`src/rtl/alu_pkg.sv`:
```
// Shared ALU definitions: operation codes, RV32I opcodes and funct7 values,
// plus the operand-select and issue-register types used by the issue stage.
package alu_pkg;

    localparam logic [3:0] ALU_AND  = 4'b0000;
    localparam logic [3:0] ALU_OR   = 4'b0001;
    localparam logic [3:0] ALU_ADD  = 4'b0010;
    localparam logic [3:0] ALU_SLL  = 4'b0011;
    localparam logic [3:0] ALU_SUB  = 4'b0100;
    localparam logic [3:0] ALU_SRL  = 4'b0101;
    localparam logic [3:0] ALU_XOR  = 4'b0111;
    localparam logic [3:0] ALU_SLT  = 4'b1000;
    localparam logic [3:0] ALU_SLTU = 4'b1001;
    localparam logic [3:0] ALU_SRA  = 4'b1010;
    localparam logic [3:0] ALU_ILL  = 4'b1111;

    localparam logic [6:0] OPC_OP     = 7'b0110011;
    localparam logic [6:0] OPC_OP_IMM = 7'b0010011;
    localparam logic [6:0] OPC_LOAD   = 7'b0000011;
    localparam logic [6:0] OPC_STORE  = 7'b0100011;
    localparam logic [6:0] OPC_BRANCH = 7'b1100011;
    localparam logic [6:0] OPC_LUI    = 7'b0110111;
    localparam logic [6:0] OPC_AUIPC  = 7'b0010111;

    localparam logic [6:0] F7_BASE = 7'b0000000;
    localparam logic [6:0] F7_ALT  = 7'b0100000;

    typedef enum logic [1:0] {
        IN1_RS1,
        IN1_PC,
        IN1_ZERO
    } in1_sel_e;

    typedef enum logic {
        IN2_RS2,
        IN2_IMM
    } in2_sel_e;

    typedef struct packed {
        logic [3:0]  alu_control;
        logic [31:0] in1;
        logic [31:0] in2;
        logic [31:0] store_data;
        logic [31:0] pc;
        logic [4:0]  rd;
        logic        reg_write;
        logic        mem_read;
        logic        mem_write;
        logic        branch;
        logic        branch_on_zero;
        logic        illegal;
    } issue_payload_t;

    // Shared funct3 mapping for OP and OP-IMM; alt selects SUB/SRA.
    function automatic logic [3:0] arith_op(input logic [2:0] funct3, input logic alt);
        logic [3:0] op;
        case (funct3)
            3'b000:  op = alt ? ALU_SUB : ALU_ADD;
            3'b001:  op = ALU_SLL;
            3'b010:  op = ALU_SLT;
            3'b011:  op = ALU_SLTU;
            3'b100:  op = ALU_XOR;
            3'b101:  op = alt ? ALU_SRA : ALU_SRL;
            3'b110:  op = ALU_OR;
            default: op = ALU_AND;
        endcase
        return op;
    endfunction

endpackage

```
`src/rtl/alu_ctrl_decode.sv`:
```
// Combinational RV32I decoder: ALU operation, immediate, operand selects
// and control flags for one instruction word.
module alu_ctrl_decode
    import alu_pkg::*;
(
    input  logic [31:0] instr,
    output logic [3:0]  alu_control,
    output logic [31:0] imm,
    output in1_sel_e    in1_sel,
    output in2_sel_e    in2_sel,
    output logic        reg_write,
    output logic        mem_read,
    output logic        mem_write,
    output logic        branch,
    output logic        branch_on_zero,
    output logic        illegal
);

    logic [6:0]  opcode;
    logic [2:0]  funct3;
    logic [6:0]  funct7;
    logic [31:0] i_imm;
    logic [31:0] s_imm;
    logic [31:0] u_imm;
    logic [31:0] shamt;

    assign opcode = instr[6:0];
    assign funct3 = instr[14:12];
    assign funct7 = instr[31:25];
    assign i_imm  = {{20{instr[31]}}, instr[31:20]};
    assign s_imm  = {{20{instr[31]}}, instr[31:25], instr[11:7]};
    assign u_imm  = {instr[31:12], 12'b0};
    assign shamt  = {27'b0, instr[24:20]};

    always_comb begin
        alu_control    = ALU_ADD;
        imm            = '0;
        in1_sel        = IN1_RS1;
        in2_sel        = IN2_RS2;
        reg_write      = 1'b0;
        mem_read       = 1'b0;
        mem_write      = 1'b0;
        branch         = 1'b0;
        branch_on_zero = 1'b0;
        illegal        = 1'b0;

        case (opcode)
            OPC_OP: begin
                if (funct7 == F7_BASE ||
                    (funct7 == F7_ALT && (funct3 == 3'b000 || funct3 == 3'b101))) begin
                    alu_control = arith_op(funct3, funct7[5]);
                    reg_write   = 1'b1;
                end else begin
                    illegal = 1'b1;
                end
            end
            OPC_OP_IMM: begin
                in2_sel   = IN2_IMM;
                imm       = i_imm;
                reg_write = 1'b1;
                // Shift immediates reuse the funct7 field, so it must be checked.
                if (funct3 == 3'b001) begin
                    alu_control = ALU_SLL;
                    imm         = shamt;
                    illegal     = (funct7 != F7_BASE);
                end else if (funct3 == 3'b101) begin
                    alu_control = arith_op(funct3, instr[30]);
                    imm         = shamt;
                    illegal     = (funct7 != F7_BASE) && (funct7 != F7_ALT);
                end else begin
                    alu_control = arith_op(funct3, 1'b0);
                end
            end
            OPC_LOAD: begin
                in2_sel   = IN2_IMM;
                imm       = i_imm;
                mem_read  = 1'b1;
                reg_write = 1'b1;
            end
            OPC_STORE: begin
                in2_sel   = IN2_IMM;
                imm       = s_imm;
                mem_write = 1'b1;
            end
            OPC_BRANCH: begin
                branch = 1'b1;
                case (funct3)
                    3'b000:  begin alu_control = ALU_SUB;  branch_on_zero = 1'b1; end
                    3'b001:  begin alu_control = ALU_SUB;  branch_on_zero = 1'b0; end
                    3'b100:  begin alu_control = ALU_SLT;  branch_on_zero = 1'b0; end
                    3'b101:  begin alu_control = ALU_SLT;  branch_on_zero = 1'b1; end
                    3'b110:  begin alu_control = ALU_SLTU; branch_on_zero = 1'b0; end
                    3'b111:  begin alu_control = ALU_SLTU; branch_on_zero = 1'b1; end
                    default: illegal = 1'b1;
                endcase
            end
            OPC_LUI: begin
                in1_sel   = IN1_ZERO;
                in2_sel   = IN2_IMM;
                imm       = u_imm;
                reg_write = 1'b1;
            end
            OPC_AUIPC: begin
                in1_sel   = IN1_PC;
                in2_sel   = IN2_IMM;
                imm       = u_imm;
                reg_write = 1'b1;
            end
            default: illegal = 1'b1;
        endcase

        // Illegal words still issue, but must not have side effects downstream.
        if (illegal) begin
            alu_control    = ALU_ILL;
            reg_write      = 1'b0;
            mem_read       = 1'b0;
            mem_write      = 1'b0;
            branch         = 1'b0;
            branch_on_zero = 1'b0;
        end
    end

endmodule

```
`src/rtl/alu_issue_stage.sv`:
```
// Decode/issue stage: decodes an RV32I word, selects ALU operands and holds
// the result in a single-entry valid/ready pipeline register.
module alu_issue_stage
    import alu_pkg::*;
#(
    parameter int DATA_W = 32
) (
    input  logic              clk,
    input  logic              reset,
    input  logic              in_valid,
    output logic              in_ready,
    input  logic [31:0]       in_instr,
    input  logic [DATA_W-1:0] in_pc,
    input  logic [DATA_W-1:0] in_rs1_data,
    input  logic [DATA_W-1:0] in_rs2_data,
    input  logic              flush,
    output logic              out_valid,
    input  logic              out_ready,
    output logic [3:0]        out_alu_control,
    output logic [DATA_W-1:0] out_in1,
    output logic [DATA_W-1:0] out_in2,
    output logic [DATA_W-1:0] out_store_data,
    output logic [DATA_W-1:0] out_pc,
    output logic [4:0]        out_rd,
    output logic              out_reg_write,
    output logic              out_mem_read,
    output logic              out_mem_write,
    output logic              out_branch,
    output logic              out_branch_on_zero,
    output logic              out_illegal
);

    logic [3:0]     dec_alu_control;
    logic [31:0]    dec_imm;
    in1_sel_e       dec_in1_sel;
    in2_sel_e       dec_in2_sel;
    logic           dec_reg_write;
    logic           dec_mem_read;
    logic           dec_mem_write;
    logic           dec_branch;
    logic           dec_branch_on_zero;
    logic           dec_illegal;

    logic [DATA_W-1:0] op1;
    logic [DATA_W-1:0] op2;
    logic              accept;
    issue_payload_t    decoded;

    logic           valid_d, valid_q;
    issue_payload_t payload_d, payload_q;

    alu_ctrl_decode u_decode (
        .instr          (in_instr),
        .alu_control    (dec_alu_control),
        .imm            (dec_imm),
        .in1_sel        (dec_in1_sel),
        .in2_sel        (dec_in2_sel),
        .reg_write      (dec_reg_write),
        .mem_read       (dec_mem_read),
        .mem_write      (dec_mem_write),
        .branch         (dec_branch),
        .branch_on_zero (dec_branch_on_zero),
        .illegal        (dec_illegal)
    );

    assign in_ready = !valid_q || out_ready;
    assign accept   = in_valid && in_ready;

    always_comb begin
        case (dec_in1_sel)
            IN1_PC:   op1 = in_pc;
            IN1_ZERO: op1 = '0;
            default:  op1 = in_rs1_data;
        endcase
        op2 = (dec_in2_sel == IN2_IMM) ? dec_imm : in_rs2_data;

        decoded.alu_control    = dec_alu_control;
        decoded.in1            = op1;
        decoded.in2            = op2;
        decoded.store_data     = in_rs2_data;
        decoded.pc             = in_pc;
        decoded.rd             = dec_reg_write ? in_instr[11:7] : 5'd0;
        decoded.reg_write      = dec_reg_write;
        decoded.mem_read       = dec_mem_read;
        decoded.mem_write      = dec_mem_write;
        decoded.branch         = dec_branch;
        decoded.branch_on_zero = dec_branch_on_zero;
        decoded.illegal        = dec_illegal;
    end

    // Flush beats accept and hold; payload only moves on a surviving accept.
    always_comb begin
        valid_d   = valid_q;
        payload_d = payload_q;
        if (flush) begin
            valid_d = 1'b0;
        end else if (accept) begin
            valid_d   = 1'b1;
            payload_d = decoded;
        end else if (out_ready) begin
            valid_d = 1'b0;
        end
    end

    always_ff @(posedge clk) begin
        if (reset) begin
            valid_q   <= 1'b0;
            payload_q <= '0;
        end else begin
            valid_q   <= valid_d;
            payload_q <= payload_d;
        end
    end

    assign out_valid          = valid_q;
    assign out_alu_control    = payload_q.alu_control;
    assign out_in1            = payload_q.in1;
    assign out_in2            = payload_q.in2;
    assign out_store_data     = payload_q.store_data;
    assign out_pc             = payload_q.pc;
    assign out_rd             = payload_q.rd;
    assign out_reg_write      = payload_q.reg_write;
    assign out_mem_read       = payload_q.mem_read;
    assign out_mem_write      = payload_q.mem_write;
    assign out_branch         = payload_q.branch;
    assign out_branch_on_zero = payload_q.branch_on_zero;
    assign out_illegal        = payload_q.illegal;

endmodule

```
`config.mk`:
```
export PLATFORM = sky130hd
export DESIGN_NAME = alu_issue_stage
export DESIGN_NICKNAME = d
export VERILOG_FILES = /design/src/rtl/alu_pkg.sv /design/src/rtl/alu_ctrl_decode.sv /design/src/rtl/alu_issue_stage.sv
export SDC_FILE = /design/constraint.sdc
export NUM_CORES = 1
export LEC_CHECK = 0
export CELL_PAD_IN_SITES_DETAIL_PLACEMENT = 1
export CELL_PAD_IN_SITES_GLOBAL_PLACEMENT = 2
export CORE_MARGIN = 3
export CORE_UTILIZATION = 36
export CTS_CLUSTER_DIAMETER = 120
export DETAILED_ROUTE_END_ITERATION = 7
export DONT_BUFFER_PORTS = 1
export GPL_ROUTABILITY_DRIVEN = 0
export MAX_ROUTING_LAYER = met4
export PLACE_DENSITY = 0.86
export SYNTH_ARGS = -nofsm -noshare
export SYNTH_HDL_FRONTEND = slang
export SYNTH_SLANG_ARGS = --single-unit
```
`constraint.sdc`:
```
create_clock -name clk -period 4.4 [get_ports clk]
set_clock_uncertainty 0.15 [all_clocks]
set_input_delay 0.44 -clock clk [delete_from_list [all_inputs] [get_ports clk]]
set_output_delay 0.44 -clock clk [all_outputs]
set_load 0.01 [all_outputs]
```
==> run_1/congestion_map.png <==
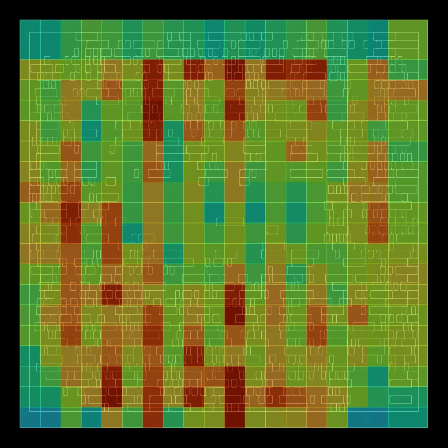
GR Util met1: 0.259
GRT Util Overall: 0.236
WL/cell: 22.0 um
post-layout util: 0.436

==> run_1/route_heat.png <==
Scale bar: 50 um. 27 x 27 tiles, from black (low) to pale yellow (high), scaled to the fullest tile. Values are wire area over tile area, all layers added.
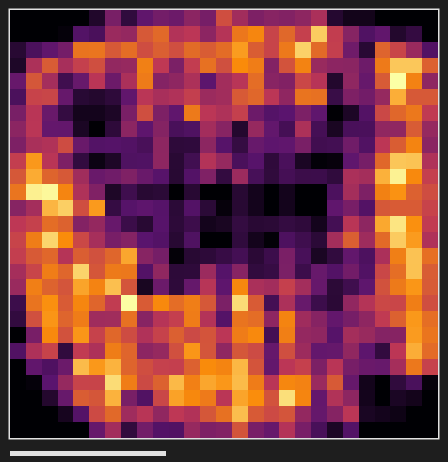
- emptiest ninth of the die: center
- nearly empty tiles: 7.8%
- fullest tile: 0.49
- mean over tiles: 0.20
- densest ninth of the die: south
- tiles over half the peak: 36%
Via Count: 5,847
Post-Route WL: 22.6 mm

==> run_1/m1.png <==
Scale bar: 50 um.
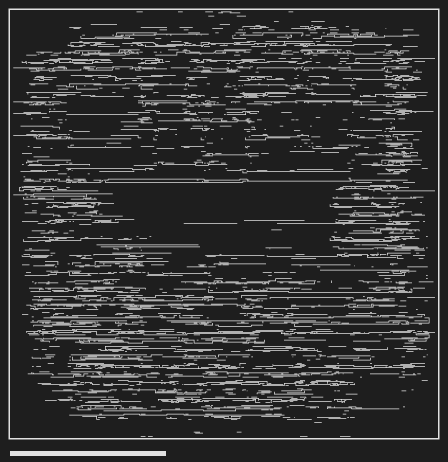
- main direction: horizontal
- wire length on this layer: 8,680 um
- longest straight run: 44.2 um

==> results.tsv, run 1 <==
metric	value	unit
TritonCTS buffer count	17	
Die Y	137	um
yosys simple share	0.288	
top cells, area	dfxtp_1, nand2_1, a21oi_1, nor2_1, nor3_1	
Final Hold Viols	0	
post-route cell area	7310	um^2
wire length on met1	8.68	mm
Slowest-stage cell, CP	dlygate4sd3_1	
CP bufs+invs	3	
vias in the first global route	6067	
Slew headroom	0.265	
commonest cells in the netlist	nand2_1, dfxtp_1, nor2_1, a21oi_1, nor3_1	
HPWL Detailed	15.2	mm
fin crit period	2.54	ns
CTS sink count	144	
Slew Viols, Final	0	
Die ar.	18900	um^2
largest net degree at the start of global routing	143	
Top-area cell share	0.464	
status	completed	
f_max	0.393	GHz
Root Buffer	clkbuf_16	
post-synthesis cell area	6220	um^2
final worst setup slack	1.86	ns
Synth area leader	dfxtp_1	
chip width	137	um
Startpoint Class	register	
DR vias/cell	5.70	
grt ovf	0	
period utilization	0.578	
first-pass GRT wire length	33.7	mm
CTS Buffer Depth	2	
layout cells sized above 1	0.0633	
Reg clk slew, reported paths	0.06	ns
Layout area overhead	17.6	%
placed cells	958	
Top non-seq family	simple AND/OR/NAND/NOR gates	
Mux area share	0	
antenna cells	0	
Synth cell types	49	
Max VDD drop	237	uV
Port-buffer cells	0	
Placed Area	6260	um^2
DRT antenna net count	0	
Layout fillers	2020	
Setup TNS Final	0	ns
PD cells	457	nW/um^2
Synth flops	144	
Syn Nets	941	
Post-synth EDFFs	0	
Synth Warn #	0	
Core Rows	47	
Final setup viols	0	
Synth Area per Inst	7.72	um^2
# Cells Yosys	806	
routed wl met2	11.2	mm
Final Total Pwr	3.34	mW
Synth top cell by count	nand2_1	
CP Data Arrival Time	2.75	ns
pre-CTS setup slack	1.59	ns
core area	16800	um^2
Layout Nets	929	
Pre-antenna DRT Iters	4	
hold_ws	0.0147	ns
WS Path Type	reg -> reg	
drt drc	0	
CTS tree	built	
initial antenna violation count	0	
highest routed layer	met4	
Commonest flop	dfxtp_1	
Critical Path Fanout Max	127	
Static Leak	2.48	nW
crit path capture type	register	
# IOs	278	
async set-reset flop share out of synthesis	0	
Core Util at FP	0.371	
area fraction in xor and xnor cells	0.00141	
RSZ-0062 raised after global routing	no	
==> run 1: final timing paths <==
check,startpoint,end,slack [ns],cells after the start
worst min register to register,out_store_data[25],out_store_data[25],0.36,2
worst max register to register,out_valid,out_pc[10],1.86,7
worst max-delay path,out_valid,out_pc[10],1.86,7
worst min-delay path,in_pc[19],out_pc[19],0.01,2
==> run 1: flip-flops by register name, indices dropped and copies added (netlist names) <==
signal              flops
out_alu_control         4
out_branch              1
out_branch_on_zero      1
out_illegal             1
out_in1                32
out_in2                32
out_mem_read            1
out_mem_write           1
out_pc                 32
out_rd                  5
out_reg_write           1
out_store_data         32
out_valid               1
==> run 1: metal layers <==
metal / vias up / GRT usage
met5: - / -
met4: 0 / 0.101
met3: 46 / 0.0789
met2: 209 / 0.390
met1: 2831 / 0.259
li1: 2761 / -
==> run 1: report_power, final <==
part | internal, mW | switching (mW)
logic | 0.101 | 0.151
clock network | 1.07 | 0.558
registers | 1.38 | 0.0914
==> run 1: placed cells by master (no fill, tap or decap), drive strengths merged, types with 3 or more instances in the layout <==
master	count
a311oi	10
nand3b	3
a32oi	3
nor2b	4
nor3	64
a221oi	11
buf	3
nor4	17
inv	12
a22o	5
dfxtp	144
o41ai	5
clkbuf	22
nand3	4
a21oi	85
nor2	109
dlygate4sd3	36
o21ai	4
nand2	187
bufinv	5
a211oi	36
o31ai	3
and3	3
nand2b	6
==> run 1: layout make-up <==
cell class	instances	area (um^2)	share of cell area
Multi-Input combinational cell	580	3020	0.413
Sequential cell	144	2880	0.394
Clock buffer	22	484	0.0662
Timing Repair Buffer	39	428	0.0585
Tap cell	220	275	0.0376
Clock inverter	9	179	0.0245
Inverter	12	45.0	0.00616
==> run 1: what timing repair did <==
item                                   CTS  global route
hold buffers                            37             0
gates resized                            0             0
setup endpoints to repair                0             0
endpoints found under the hold margin  142             0
==> run_1/util_map.png <==
Scale bar: 50 um. 14 x 14 tiles, from black (low) to pale yellow (high), 0 to 100% covered.
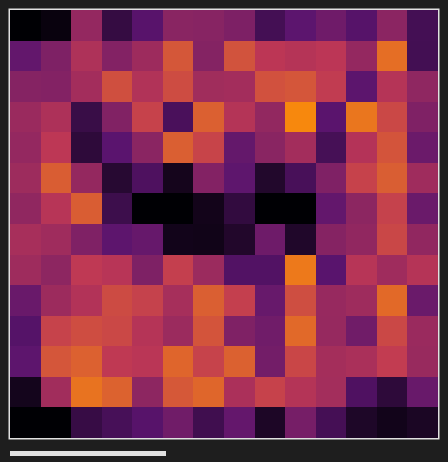

--- run 2 (diff from run 1) ---
--- a/config.mk
+++ b/config.mk
@@ -8,13 +8,13 @@
 export CELL_PAD_IN_SITES_DETAIL_PLACEMENT = 1
 export CELL_PAD_IN_SITES_GLOBAL_PLACEMENT = 2
 export CORE_MARGIN = 3
-export CORE_UTILIZATION = 36
+export CORE_UTILIZATION = 30
 export CTS_CLUSTER_DIAMETER = 120
 export DETAILED_ROUTE_END_ITERATION = 7
 export DONT_BUFFER_PORTS = 1
 export GPL_ROUTABILITY_DRIVEN = 0
 export MAX_ROUTING_LAYER = met4
-export PLACE_DENSITY = 0.86
+export PLACE_DENSITY = 0.76
 export SYNTH_ARGS = -nofsm -noshare
 export SYNTH_HDL_FRONTEND = slang
 export SYNTH_SLANG_ARGS = --single-unit
==> constraint.sdc (replaced) <==
create_clock -name clk -period 2.2 [get_ports clk]
set_clock_uncertainty 0.15 [all_clocks]
set_input_delay 0.22 -clock clk [delete_from_list [all_inputs] [get_ports clk]]
set_output_delay 0.22 -clock clk [all_outputs]
set_load 0.01 [all_outputs]
==> run_2/util_map.png <==
Scale bar: 50 um. 15 x 15 tiles, from black (low) to pale yellow (high), 0 to 100% covered.
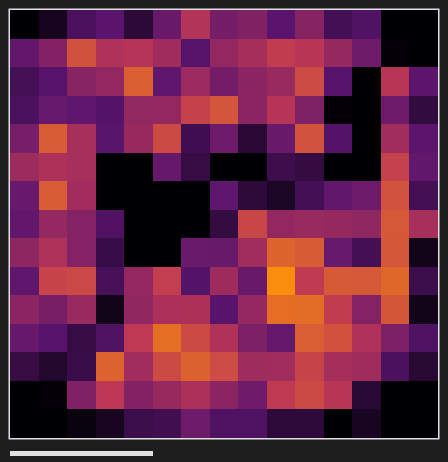
- mean over tiles: 31%
- nearly empty tiles: 15%
- tiles over 75% full: 0.40%
- densest ninth of the die: south
- fullest tile: 75%
post-layout util: 0.355
core area: 20,300 um^2
Core Util at FP: 0.306

==> run_2/congestion_map.png <==
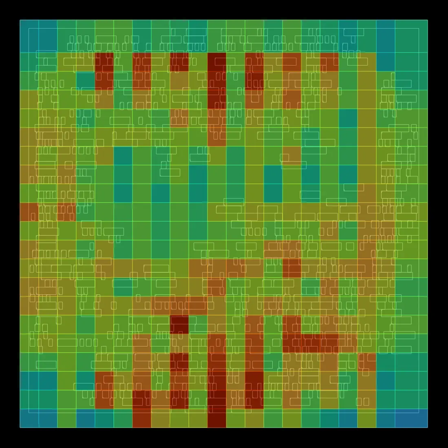
GRT busiest layer: met2
WL/cell: 21.5 um

==> run_2/m2.png <==
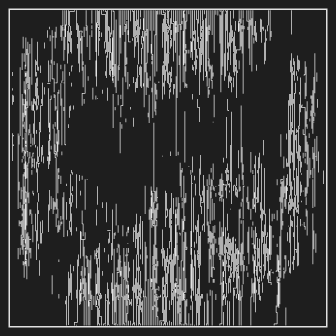
- share of all routed wire: 47%
- longest straight run: 55.9 um
- main direction: vertical
Post-Route WL: 23.0 mm
met2 Use GR: 0.316

==> run 2 against run 1 <==
  * The flow now finishes with violations (negative hold slack)
  * Total power increased by 86%
  * Worst setup slack lost 1.7 ns
  * Global-route usage fell by 3.3 points
  * Design area down 1.6%
  * Routed wire length up 1.9%
  * Flip-flop count unchanged
  * Largest cell class unchanged
  * Largest power group is now registers
==> results.tsv, run 2 <==
metric	value	unit	change
status	finished with violations		
failing checks	negative hold slack		
share of power burned in the clock network	0.458		-0.028
GRT Util Overall	0.203		-0.0329
final worst setup slack	0.199	ns	-1.66 ns
DRT antenna net count	0		unchanged
Commonest flop	dfxtp_1		
GR Util met1	0.235		-0.0248
crit path capture type	register		
routed wl met2	10.8	mm	-3.5%
Core Rows	52		+11%
Synth Warn #	0		unchanged
Layout fillers	2467		+22%
CTS tree	built		
Layout area overhead	15.7	%	
Max VDD drop	448	uV	+89%
Slew headroom	0.630		+0.365
Post-synth EDFFs	0		unchanged
Static Leak	2.44	nW	-1.7%
Synth Area per Inst	7.72	um^2	unchanged
fin crit period	2.00	ns	-0.541 ns
CTS-repair resized insts	0		unchanged
period utilization	0.909		+0.332
vias in the first global route	5905		-2.7%
Sw Pwr	1.56	mW	+95%
RSZ-0062 raised after global routing	no		
Slew Viols, Final	0		unchanged
Synth top cell by count	nand2_1		
Sequential Power Share	0.472		+0.033
f_max	0.500	GHz	+27%
CTS sink count	144		unchanged
DR vias/cell	5.35		-6.2%
grt met3 use	0.0872		+0.00833
HPWL Detailed	17.0	mm	+12%
initial antenna violation count	0		unchanged
Top-area cell share	0.464		unchanged
wire length on met1	9.23	mm	+6.3%
hold_ws	-0.262	ns	-0.277 ns
area fraction in xor and xnor cells	0.00141		unchanged
drt drc	0		unchanged
Layout Nets	921		-0.86%
# Cells Yosys	806		unchanged
pre-CTS setup slack	-0.000378	ns	-1.59 ns
layout cells sized above 1	0.0964		+0.0331
top cells, area	dfxtp_1, nand2_1, a21oi_1, nor2_1, nor3_1		
# IOs	278		unchanged
async set-reset flop share out of synthesis	0		unchanged
Die Y	150	um	+9.1%
TritonCTS buffer count	17		unchanged
Via Count	5716		-2.2%
Synth flops	144		unchanged
Root Buffer	clkbuf_16		
yosys simple share	0.288		unchanged
PD cells	865	nW/um^2	+89%
Final Total Pwr	6.22	mW	+86%
WS Path Type	reg -> reg		
CP Data Arrival Time	2.16	ns	-0.59 ns
grt ovf	0		unchanged
Synth cell types	49		unchanged
commonest cells in the netlist	nand2_1, dfxtp_1, nor2_1, a21oi_1, nor3_1		
Port-buffer cells	0		unchanged
Final Hold Viols	143		+143
Top cells excl fill/tap	nand2_1, dfxtp_1, nor2_1		
Reg clk slew, reported paths	0.06	ns	about the same
Setup TNS Final	0	ns	unchanged
Critical Path Fanout Max	23		-82%
-- run 2: power by group through the flow --
stage / registers, mW / logic [mW] / clock network [mW]
floorplan: 2.94 / 0.374 / 0
global placement: 3.00 / 0.405 / 0
global route: 2.96 / 0.492 / 3.05
detailed placement: 3.00 / 0.429 / 0
CTS: 2.94 / 0.433 / 2.93
finish: 2.94 / 0.432 / 2.85
-- run 2: metrics by stage --
stage | cells | cell area (um^2)
after floorplan | 806 | 6220
after global placement | 1033 | 6580
after detailed placement | 1033 | 6580
after CTS | 1067 | 7180
after global routing | 1069 | 7200
final | 1069 | 7200
-- run 2: worst max-delay path, cell delays in order, from the launching register on --
cell	delay, ns
dfxtp_1	0.34
nor2b_1	0.17
nor3b_2	0.36
buf_12	0.22
buf_4	0.28
nor2_1	0.07
nor4_1	0.29
-- run 2: kinds of logic (layout without fill, tap and decap cells) --
group	after synthesis	after routing
AND/OR/NAND/NOR	407	407
AND-OR/OR-AND	170	170
flip-flops	144	144
buffers and inverters	82	75
adder cells (fa/ha/maj)	2	2
XOR/XNOR	1	1
-- run 2: area by class of cell --
| cell class | instances | area (um^2) | area share |
|---|---|---|---|
| Multi-Input combinational cell | 580 | 3030 | 0.421 |
| Sequential cell | 144 | 2880 | 0.401 |
| Clock buffer | 23 | 468 | 0.0650 |
| Tap cell | 270 | 338 | 0.0469 |
| Timing Repair Buffer | 31 | 325 | 0.0452 |
| Clock inverter | 9 | 109 | 0.0151 |
| Inverter | 12 | 45.0 | 0.00626 |
-- run 2: final timing paths --
path         slack (ns)                from                  to  depth (start not counted)
max                0.20           out_valid         out_in2[20]                          6
min               -0.26               reset          out_pc[10]                          1
max reg2reg        0.20           out_valid         out_in2[20]                          6
min reg2reg        0.35  out_store_data[22]  out_store_data[22]                          2
==> run_2/route_heat.png <==
Scale bar: 50 um. 30 x 30 tiles, from black (low) to pale yellow (high), scaled to the fullest tile. Values are wire area over tile area, all layers added.
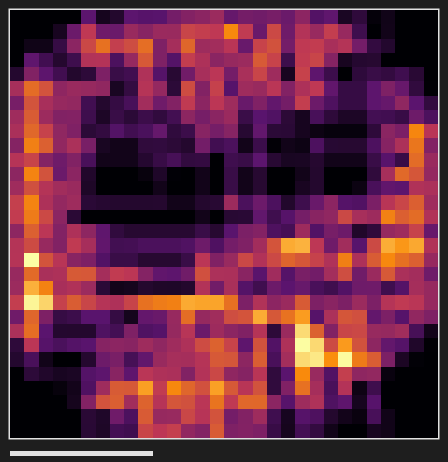

--- run 3 (diff from run 2) ---
--- a/config.mk
+++ b/config.mk
@@ -13,7 +13,6 @@
 export DETAILED_ROUTE_END_ITERATION = 7
 export DONT_BUFFER_PORTS = 1
 export GPL_ROUTABILITY_DRIVEN = 0
-export MAX_ROUTING_LAYER = met4
 export PLACE_DENSITY = 0.76
 export SYNTH_ARGS = -nofsm -noshare
 export SYNTH_HDL_FRONTEND = slang
==> run_3/route_heat.png <==
Scale bar: 50 um. 30 x 30 tiles, from black (low) to pale yellow (high), scaled to the fullest tile. Values are wire area over tile area, all layers added.
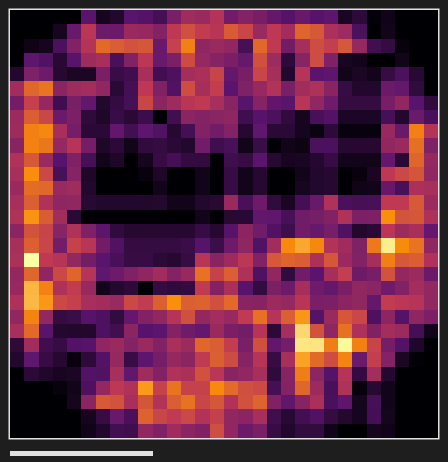
- fullest tile: 0.57
- densest ninth of the die: south
- nearly empty tiles: 11%
- tiles over half the peak: 18%
- mean over tiles: 0.17

==> run_3/m1.png <==
Scale bar: 50 um.
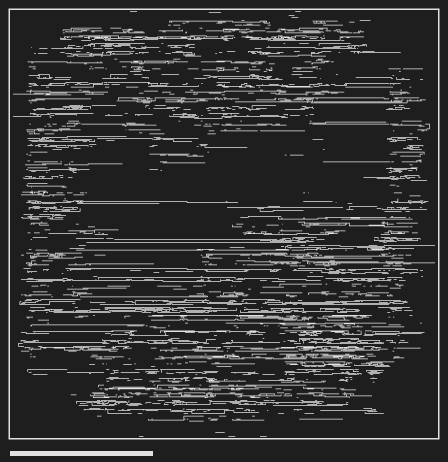
- share of all routed wire: 40%
- wire length on this layer: 9,150 um

==> run_3/congestion_map.png <==
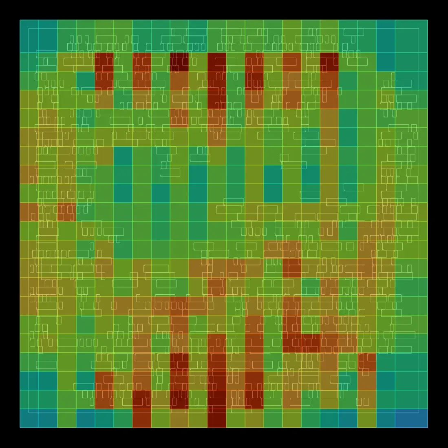
WL/cell: 21.5 um
GRT Util Overall: 0.198
grt met3 use: 0.0960
met2 Use GR: 0.314
GR Util met1: 0.232

==> run 3 against run 2 <==
  * The run still ends with negative hold slack left
  * Worst hold slack better by 0.0035 ns
  * Final cell count unchanged
  * Flip-flop count unchanged
  * Register-to-register slack about the same
  * Synthesized cell count unchanged
  * Sequential power about the same
  * Maximum frequency up 0.16%
  * Global-route usage down 0.52 points
  * Largest cell class unchanged
  * Worst setup slack better by 0.0033 ns
==> results.tsv, run 3 <==
metric	value	unit	change
status	finished with violations		
failing checks	negative hold slack		
drt drc	0		unchanged
CP Data Arrival Time	2.15	ns	about the same
vias in the first global route	5911		+0.10%
Synth flops	144		unchanged
CTS Hold Buffers Added	2		
Slew headroom	0.587		-0.0431
PD cells	864	nW/um^2	-0.12%
layout cells sized above 1	0.0964		unchanged
DR vias/cell	5.34		-0.14%
Startpoint Class	register		
async set-reset flop share out of synthesis	0		unchanged
Pre-antenna DRT Iters	5		
Crit path max-delay family	simple AND/OR/NAND/NOR gates		
Final setup viols	0		
Static Leak	2.44	nW	unchanged
Reg clk slew, reported paths	0.06	ns	about the same
Commonest flop	dfxtp_1		
f_max	0.501	GHz	+0.16%
max incr delay on CP	0.36	ns	about the same
Max VDD drop	439	uV	-2.1%
HPWL Detailed	17.0	mm	unchanged
commonest cells in the netlist	nand2_1, dfxtp_1, nor2_1, a21oi_1, nor3_1		
Slew Viols, Final	0		unchanged
Via Count	5708		-0.14%
top cells, area	dfxtp_1, nand2_1, a21oi_1, nor2_1, nor3_1		
Die ar.	22500	um^2	
wire length on met1	9.15	mm	-0.83%
Slowest-stage cell, CP	nor3b_2		
period utilization	0.908		-0.00150
GRT busiest layer	met2		
Critical Path Fanout Max	23		unchanged
Post-Route WL	23.0	mm	about the same
RSZ-0062 raised after global routing	no		
crit path capture type	register		
OpenROAD warnings	31		
Top-area cell share	0.464		unchanged
TritonCTS buffer count	17		unchanged
CP bufs+invs	2		unchanged
grt ovf	0		unchanged
first-pass GRT wire length	34.4	mm	
H-tree levels	4		
# Cells Yosys	806		unchanged
Final Hold Viols	143		unchanged
CP Launch Point	out_valid		
Port-buffer cells	0		unchanged
CTS tree	built		
Die Y	150	um	unchanged
fin crit period	2.00	ns	-0.00329 ns
routed wl met2	10.8	mm	-0.74%
hold_ws	-0.259	ns	+0.00348 ns
Post-synth EDFFs	0		unchanged
Layout area overhead	15.7	%	unchanged
Synth top cell by count	nand2_1		
DRT antenna net count	0		unchanged
Core Util at FP	0.306		unchanged
Slew @ Worst Pin	0.604	ns	
WS Path Type	reg -> reg		
Synth Area per Inst	7.72	um^2	unchanged
# IOs	278		unchanged
Synth cell types	49		unchanged
core area	20300	um^2	unchanged
ordered list of cells on the worst path	nor2b_1 -> nor3b_2 -> buf_12 -> buf_4 -> nor2_1 -> nor4_1		
post-layout util	0.355		unchanged
initial antenna violation count	0		unchanged
Synth Warn #	0		unchanged
synthesis area per yosys	6220	um^2	
Layout Nets	921		unchanged
Layout fillers	2467		unchanged
Hold Crit Start	reset		
Top cells excl fill/tap	nand2_1, dfxtp_1, nor2_1		
r2r startpoint	out_valid		
Core Rows	52		unchanged
CTS sink count	144		unchanged
Root Buffer	clkbuf_16		
[run 3: cell counts after synthesis]
Identical to the previous run, type by type.
[run 3: report_power, final]
group,internal (mW),switching [mW]
logic,0.180,0.252
registers,2.75,0.187
clock network,1.73,1.11
[run 3: cells by family (layout without fill, tap and decap cells)]
group | after synthesis | count (layout) | share of synthesized area
AND/OR/NAND/NOR | 407 | 407 | 0.288
AND-OR/OR-AND | 170 | 170 | 0.191
flip-flops | 144 | 144 | 0.464
buffers and inverters | 82 | 75 | 0.0521
adder cells (fa/ha/maj) | 2 | 2 | 0.00402
XOR/XNOR | 1 | 1 | 0.00141
[run 3: metrics by stage]
step	area (um^2)	setup slack, ns	setup TNS (ns)	cells	power, mW
finish	7200	0.203	0	1069	6.22
global route	7200	0.0780	0	1069	6.50
CTS	7180	0.00679	0	1067	6.31
detailed placement	6580	-0.000378	-0.000378	1033	3.43
global placement	6580	0.0675	0	1033	3.40
floorplan	6220	0.00957	0	806	3.32
[run 3: repair_timing]
action                                  4_1_cts  5_1_grt
endpoints found under the hold margin       144      143
resized                                       0        1
endpoints found under the setup margin        0       31
setup buffers                                 0        2
[run 3: path summary, 6_finish.rpt]
path / to / slack [ns] / cells past startpoint
setup / recovery: out_in2[20] / 0.20 / 6
hold / removal: out_in1[7] / -0.26 / 1
hold reg to reg: out_store_data[22] / 0.35 / 2
setup reg to reg: out_in2[20] / 0.20 / 6
[run 3: cell type report]
type | count | area (um^2) | share of cell area
clock buffers | 23 | 468 | 0.0650
clock inverters | 9 | 109 | 0.0151
inverters | 12 | 45.0 | 0.00626
multi-input cells | 580 | 3030 | 0.421
flip-flops and latches | 144 | 2880 | 0.401
well taps | 270 | 338 | 0.0469
repair buffers | 31 | 325 | 0.0452
Power and IR drop assume default switching activity.
